Placement density heat map:
Bar = 50 um. 15 x 15 tiles, from dark blue (low) to red (high), 0 to 100% covered.
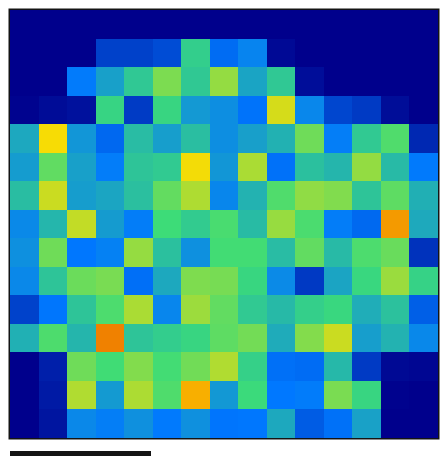
Metal 1:
Cells faint in the background.
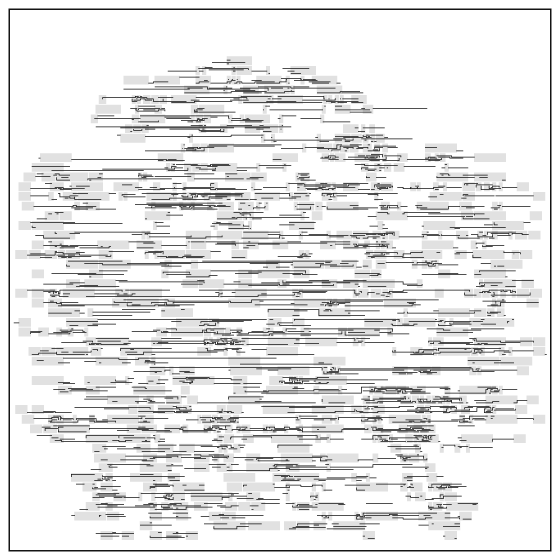
Routing congestion:
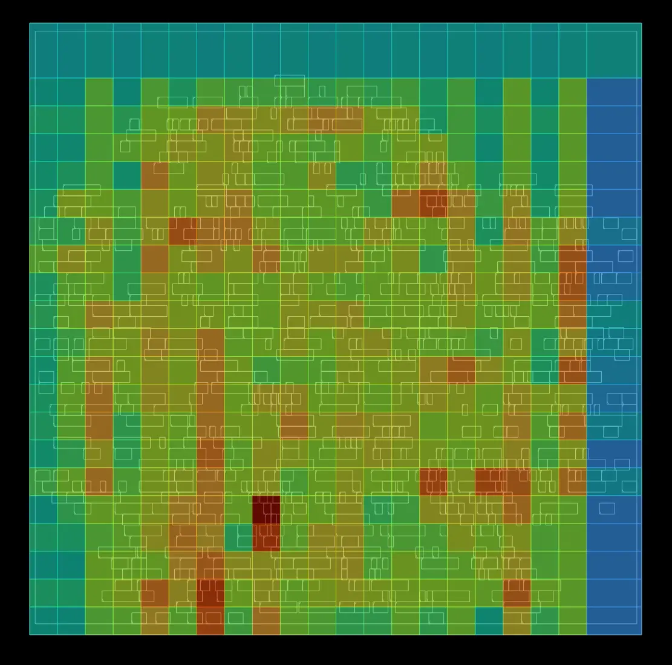
Cell sizes after repair:
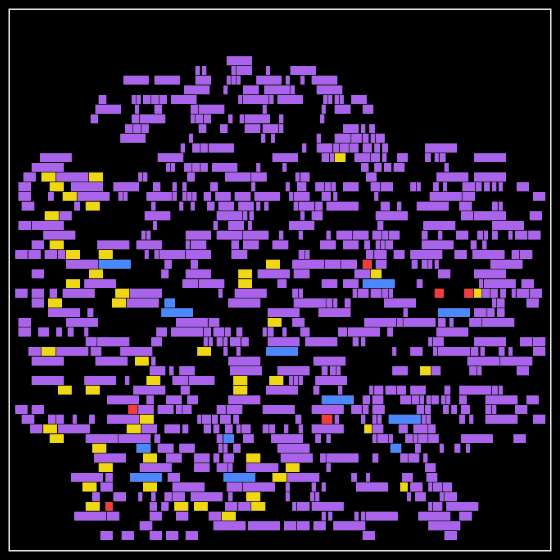
Metal 2:
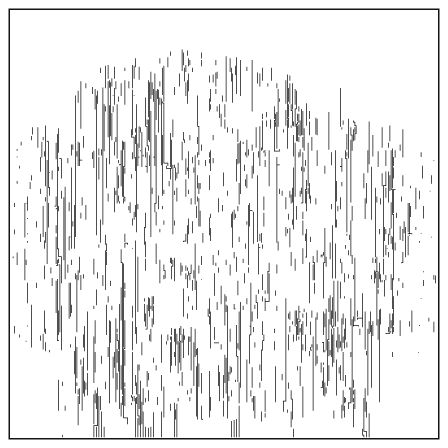
File: config.mk
export PLATFORM = sky130hd
export DESIGN_NAME = fp_mult_pipe
export DESIGN_NICKNAME = d
export VERILOG_FILES = /design/src/rtl/fp_pkg.sv /design/src/rtl/fp_man_mult.sv /design/src/rtl/fp_mult_pipe.sv
export SDC_FILE = /design/constraint.sdc
export NUM_CORES = 1
export LEC_CHECK = 0
export CORE_UTILIZATION = 30
export CTS_CLUSTER_SIZE = 20
export DETAILED_ROUTE_END_ITERATION = 10
export PLACE_DENSITY = 0.47
export SETUP_SLACK_MARGIN = 0.3
export SLEW_MARGIN = 15
export SYNTH_ARGS = -nofsm -noshare
export SYNTH_HDL_FRONTEND = slang
export SYNTH_SLANG_ARGS = --single-unit
File: constraint.sdc
create_clock -name clk -period 9.6 [get_ports clk]
set_input_delay 1.92 -clock clk [delete_from_list [all_inputs] [get_ports clk]]
set_output_delay 1.92 -clock clk [all_outputs]
set_load 0.02 [all_outputs]
File: src/rtl/fp_pkg.sv
// Floating-point format helpers shared by the multiplier pipeline: field widths,
// bias, operand class encoding, flag bit positions and the canonical NaN.
package fp_pkg;

  typedef enum logic [1:0] {
    CLS_ZERO,
    CLS_NORM,
    CLS_INF,
    CLS_NAN
  } fp_class_e;

  localparam int FLAG_NX = 0;
  localparam int FLAG_UF = 1;
  localparam int FLAG_OF = 2;
  localparam int FLAG_NV = 3;
  localparam int FLAGS_W = 4;

  function automatic int fp_width(input int exp_w, input int man_w);
    return 1 + exp_w + man_w;
  endfunction

  function automatic int fp_sig_width(input int man_w);
    return man_w + 1;
  endfunction

  function automatic int fp_prod_width(input int man_w);
    return 2 * (man_w + 1);
  endfunction

  function automatic int fp_bias(input int exp_w);
    return (1 << (exp_w - 1)) - 1;
  endfunction

  // Quiet NaN: sign 0, exponent all ones, mantissa MSB set; caller keeps the low bits.
  function automatic logic [63:0] fp_canon_nan(input int exp_w, input int man_w);
    logic [63:0] v;
    v = ((64'd1 << exp_w) - 64'd1) << man_w;
    v = v | (64'd1 << (man_w - 1));
    return v;
  endfunction

endpackage

File: src/rtl/fp_man_mult.sv
// Unsigned significand multiplier, combinational (0 cycles); no flow control.
// Isolated so it can later be swapped for a multi-cycle implementation.
module fp_man_mult #(
  parameter int W = 8
) (
  input  logic [W-1:0]   a,
  input  logic [W-1:0]   b,
  output logic [2*W-1:0] p
);

  assign p = {{W{1'b0}}, a} * {{W{1'b0}}, b};

endmodule

File: src/rtl/fp_mult_pipe.sv
// Pipelined FP multiplier, 3-cycle latency, 1/cycle; valid/ready stall holds all stages (up to 3 buffered).
// FP_MULT_RNE_EN selects round-to-nearest-even; otherwise results truncate toward zero.
module fp_mult_pipe
  import fp_pkg::*;
#(
  parameter int EXP_W = 8,
  parameter int MAN_W = 7,
  parameter int TAG_W = 4
) (
  input  logic                   clk,
  input  logic                   rst,
  input  logic                   in_valid,
  output logic                   in_ready,
  input  logic [EXP_W+MAN_W:0]   in_a,
  input  logic [EXP_W+MAN_W:0]   in_b,
  input  logic [TAG_W-1:0]       in_tag,
  output logic                   out_valid,
  input  logic                   out_ready,
  output logic [EXP_W+MAN_W:0]   out_p,
  output logic [TAG_W-1:0]       out_tag,
  output logic [FLAGS_W-1:0]     out_flags
);

  localparam int W    = fp_width(EXP_W, MAN_W);
  localparam int SW   = fp_sig_width(MAN_W);
  localparam int PW   = fp_prod_width(MAN_W);
  localparam int XW   = EXP_W + 2;
  localparam int BIAS = fp_bias(EXP_W);
  localparam logic [63:0]      CNAN_ALL = fp_canon_nan(EXP_W, MAN_W);
  localparam logic [W-1:0]     CNAN     = CNAN_ALL[W-1:0];
  localparam logic [EXP_W-1:0] EXP_ONES = '1;

  typedef struct packed {
    logic               sign;
    logic [EXP_W-1:0]   ea;
    logic [EXP_W-1:0]   eb;
    logic [MAN_W-1:0]   ma;
    logic [MAN_W-1:0]   mb;
    fp_class_e          ca;
    fp_class_e          cb;
    logic [TAG_W-1:0]   tag;
  } s1_t;

  typedef struct packed {
    logic               sign;
    logic [XW-1:0]      exp;
    logic [PW-1:0]      prod;
    logic               spec;
    logic               spec_nv;
    logic [W-1:0]       spec_p;
    logic [TAG_W-1:0]   tag;
  } s2_t;

  function automatic fp_class_e classify(input logic [EXP_W-1:0] e, input logic [MAN_W-1:0] m);
    if (e == '0) return CLS_ZERO;
    if (e == EXP_ONES) return (m == '0) ? CLS_INF : CLS_NAN;
    return CLS_NORM;
  endfunction

  logic s1_vld, s2_vld, s3_vld;
  logic ld1, ld2, ld3;

  // A stage loads when empty or when its successor is loading, so bubbles collapse.
  assign ld3       = !s3_vld || out_ready;
  assign ld2       = !s2_vld || ld3;
  assign ld1       = !s1_vld || ld2;
  assign in_ready  = ld1;
  assign out_valid = s3_vld;

  always_ff @(posedge clk or posedge rst) begin
    if (rst) begin
      s1_vld <= 1'b0;
      s2_vld <= 1'b0;
      s3_vld <= 1'b0;
    end else begin
      if (ld1) s1_vld <= in_valid;
      if (ld2) s2_vld <= s1_vld;
      if (ld3) s3_vld <= s2_vld;
    end
  end

  s1_t s1_d, s1_q;
  s2_t s2_d, s2_q;

  always_comb begin
    s1_d      = '0;
    s1_d.sign = in_a[W-1] ^ in_b[W-1];
    s1_d.ea   = in_a[W-2 -: EXP_W];
    s1_d.eb   = in_b[W-2 -: EXP_W];
    s1_d.ma   = in_a[MAN_W-1:0];
    s1_d.mb   = in_b[MAN_W-1:0];
    s1_d.ca   = classify(in_a[W-2 -: EXP_W], in_a[MAN_W-1:0]);
    s1_d.cb   = classify(in_b[W-2 -: EXP_W], in_b[MAN_W-1:0]);
    s1_d.tag  = in_tag;
  end

  logic [PW-1:0] prod;

  fp_man_mult #(.W(SW)) u_man_mult (
    .a ({1'b1, s1_q.ma}),
    .b ({1'b1, s1_q.mb}),
    .p (prod)
  );

  // Exponent kept as two's complement in XW bits so under/overflow stay visible.
  always_comb begin
    s2_d      = '0;
    s2_d.sign = s1_q.sign;
    s2_d.exp  = {2'b00, s1_q.ea} + {2'b00, s1_q.eb} - XW'(BIAS);
    s2_d.prod = prod;
    s2_d.tag  = s1_q.tag;
    if (s1_q.ca == CLS_NAN || s1_q.cb == CLS_NAN) begin
      s2_d.spec   = 1'b1;
      s2_d.spec_p = CNAN;
    end else if ((s1_q.ca == CLS_INF && s1_q.cb == CLS_ZERO) ||
                 (s1_q.ca == CLS_ZERO && s1_q.cb == CLS_INF)) begin
      s2_d.spec    = 1'b1;
      s2_d.spec_nv = 1'b1;
      s2_d.spec_p  = CNAN;
    end else if (s1_q.ca == CLS_INF || s1_q.cb == CLS_INF) begin
      s2_d.spec   = 1'b1;
      s2_d.spec_p = {s1_q.sign, EXP_ONES, {MAN_W{1'b0}}};
    end else if (s1_q.ca == CLS_ZERO || s1_q.cb == CLS_ZERO) begin
      s2_d.spec   = 1'b1;
      s2_d.spec_p = {s1_q.sign, {(W-1){1'b0}}};
    end
  end

  logic               norm;
  logic [PW-2:0]      nprod;
  logic [MAN_W-1:0]   man_t;
  logic [MAN_W-1:0]   man_f;
  logic               guard, sticky, rnd_c;
  logic [XW-1:0]      exp_f;
  logic               ovf, unf;
  logic [W-1:0]       res_p;
  logic [FLAGS_W-1:0] res_flags;

  // Align the hidden bit to the top; the hidden bit itself is dropped here.
  assign norm   = s2_q.prod[PW-1];
  assign nprod  = norm ? s2_q.prod[PW-2:0] : {s2_q.prod[PW-3:0], 1'b0};
  assign man_t  = nprod[PW-2 -: MAN_W];
  assign guard  = nprod[MAN_W];
  assign sticky = |nprod[MAN_W-1:0];

`ifdef FP_MULT_RNE_EN
  logic [MAN_W:0] man_r;
  assign man_r = {1'b0, man_t} + {{MAN_W{1'b0}}, guard & (sticky | man_t[0])};
  assign man_f = man_r[MAN_W-1:0];
  assign rnd_c = man_r[MAN_W];
`else
  assign man_f = man_t;
  assign rnd_c = 1'b0;
`endif

  assign exp_f = s2_q.exp + XW'(norm) + XW'(rnd_c);
  assign ovf   = $signed(exp_f) >= $signed({2'b00, EXP_ONES});
  assign unf   = exp_f[XW-1] || (exp_f == '0);

  always_comb begin
    res_p              = {s2_q.sign, exp_f[EXP_W-1:0], man_f};
    res_flags          = '0;
    res_flags[FLAG_NX] = guard | sticky;
    if (s2_q.spec) begin
      res_p              = s2_q.spec_p;
      res_flags          = '0;
      res_flags[FLAG_NV] = s2_q.spec_nv;
    end else if (ovf) begin
      res_p              = {s2_q.sign, EXP_ONES, {MAN_W{1'b0}}};
      res_flags[FLAG_OF] = 1'b1;
      res_flags[FLAG_NX] = 1'b1;
    end else if (unf) begin
      res_p              = {s2_q.sign, {(W-1){1'b0}}};
      res_flags[FLAG_UF] = 1'b1;
      res_flags[FLAG_NX] = 1'b1;
    end
  end

  // Payload registers move only on an advance carrying a valid op.
  always_ff @(posedge clk or posedge rst) begin
    if (rst) begin
      s1_q      <= '0;
      s2_q      <= '0;
      out_p     <= '0;
      out_tag   <= '0;
      out_flags <= '0;
    end else begin
      if (ld1 && in_valid) s1_q <= s1_d;
      if (ld2 && s1_vld)   s2_q <= s2_d;
      if (ld3 && s2_vld) begin
        out_p     <= res_p;
        out_tag   <= s2_q.tag;
        out_flags <= res_flags;
      end
    end
  end

endmodule

==> results.txt <==
Implementation results

The largest net degree at the start of global routing is around 67. The script parses the final routing iteration and logs DRC violations as 0. Multi-input gates account for slightly below 50% of the area. TritonCTS built the clock tree. The buffers inserted during post-CTS setup optimization is 0.

The achievable frequency is 0.195 GHz. The flow ran to the end, and the final reports show no timing, DRC or antenna violations. Looking at the max-slew report, the worst-margin pin has a slew of approximately 0.84 ns. The ratio of routed vias to standard cells is around 4.7. The first global-routing pass estimated approximately 26000 um of wire. In this run the number of H-tree levels came out at 3. The final worst hold slack is between 0.4 and 0.5 ns.

Per the area breakdown, the dominant cell category is multi-input combinational cells. Counting the clock-network buffers in the layout gives 9. Max-slew check failures listed in the final report amount to 0. The first routing iteration left roughly 150 violations. The largest registers in the layout are s1_q: 39 flops, s2_q: 35 flops, out_p: 16 flops. The cell with the most instances on the worst path is sky130_fd_sc_hd__clkdlybuf4s50_1. In the synthesized netlist the async set-or-reset flop fraction comes to 100%.

After layout, the worst setup slack is ~4.5 ns. The total half-perimeter wirelength after legalization and detailed placement is between 10000 and 15000 um. The critical path endpoint category is an output port. The number of nets with antenna violations after detailed routing is 0. Summed over its instances, the top area cell type makes up 38.0% of the synthesized netlist area. The remaining global-route overflow is 0. The met1 layer usage reported by global route is between 20% and 30%.

The width of the chip is ~150 um. Global routing used between 10 and 15% of the available tracks. The capture point of the worst register-to-register path is recorded as norm$_DFFE_PP0P_.

The sequential cell count of the final layout is 102. According to the I/O placement log, the pin count is approximately 66. For this run, the final setup violation count is recorded as 0.

The clock sink count is 102. STA classifies the critical path startpoint as an input port. The buffer cell driving the clock tree root is sky130_fd_sc_hd__clkbuf_16. The commonest cells after synthesis are sky130_fd_sc_hd__dfrtp_1 (102), sky130_fd_sc_hd__nand2_1 (83), sky130_fd_sc_hd__inv_1 (64).

Summing all multi-input logic gate instances after layout gives roughly 3800 sq um. The floorplan step defined a core boundary enclosing between 20000 and 25000 sq um. The destination of the worst hold path is out_tag[2]$_DFFE_PP0P_. The worst clock skew is approximately 0.0076 ns.
Back to the opening pictures, 'placement density heat map':
1.3% of the tiles are over 75% full. 18% of the tiles are nearly empty. The emptiest ninth of the die: top right. The fullest tile reaches 85%. The mean over all tiles is 33%.

Back to the opening pictures, 'metal 1':
The layer carries 8150 um of wire. 767 nets have wire on it. The longest straight run is 54.7 um. The layer holds 54% of the routed length. The wires run mostly horizontal.

Back to the opening pictures, 'routing congestion':
GR Layer Usage met2: 21.8%
average wire per cell in the routed design: 15.2 um
Finished Core Util: 36.3%
met3 track utilization from global routing: 2.72%

Back to the opening pictures, 'cell sizes after repair':
Key: yellow = _2 cells [cells 51, share 7.1%, most used mux2_2]; red = _3 and _4 cells [cells 6, share 0.83%, most used buf_4]; blue = _6 and larger [cells 13, share 1.8%, most used clkbuf_16]; purple = _0 and _1 cells [cells 653, share 90%, most used dfrtp_1]

Back to the opening pictures, 'metal 2':
The longest straight run is 50.0 um. The layer holds 42% of the routed length.

report_power, final:
part	internal [W]	leakage (nW)	switching, W	total, W
clock network	0.000180	0.135	0.000175	0.000355
registers	0.000556	1.24	0.000126	0.000682
logic	0.000681	2.24	0.000791	0.00147
cell usage in the layout, fill, tap and decap left out, types with 8 or more instances in the layout:
master / Yosys / routed
sky130_fd_sc_hd__nor2_1: 33 / 33
sky130_fd_sc_hd__mux2i_1: 10 / 10
sky130_fd_sc_hd__dfrtp_1: 102 / 102
sky130_fd_sc_hd__fa_1: 37 / 37
sky130_fd_sc_hd__o21ai_0: 31 / 31
sky130_fd_sc_hd__xor2_1: 10 / 10
sky130_fd_sc_hd__and2_1: 32 / 32
sky130_fd_sc_hd__a21oi_1: 18 / 18
sky130_fd_sc_hd__nand2b_1: 9 / 9
sky130_fd_sc_hd__clkdlybuf4s50_1: 0 / 65
sky130_fd_sc_hd__mux2_2: 45 / 45
sky130_fd_sc_hd__ha_1: 52 / 52
sky130_fd_sc_hd__nand2_1: 83 / 82
sky130_fd_sc_hd__xnor2_1: 15 / 15
sky130_fd_sc_hd__inv_1: 64 / 63
sky130_fd_sc_hd__clkbuf_16: 0 / 9
sky130_fd_sc_hd__nand3_1: 8 / 8
sky130_fd_sc_hd__a21o_1: 8 / 8
layer usage:
metal	vias to the layer above	wire, um	part of all wire, %
li1	2352	-	-
met1	2258	8150	54
met2	76	6410	42
met3	9	505	3.3
met4	0	141	0.93
met5	-	0	0
stage by stage:
step	power (W)	instance area, sq um
final	0.00251	7940
after global routing	0.00279	7940
after CTS	0.00256	7940
after detailed placement	0.00219	7660
after global placement	0.00217	7660
after floorplan	0.00176	6720
Power figures rest on the tool's default switching activity, not on a simulated workload.
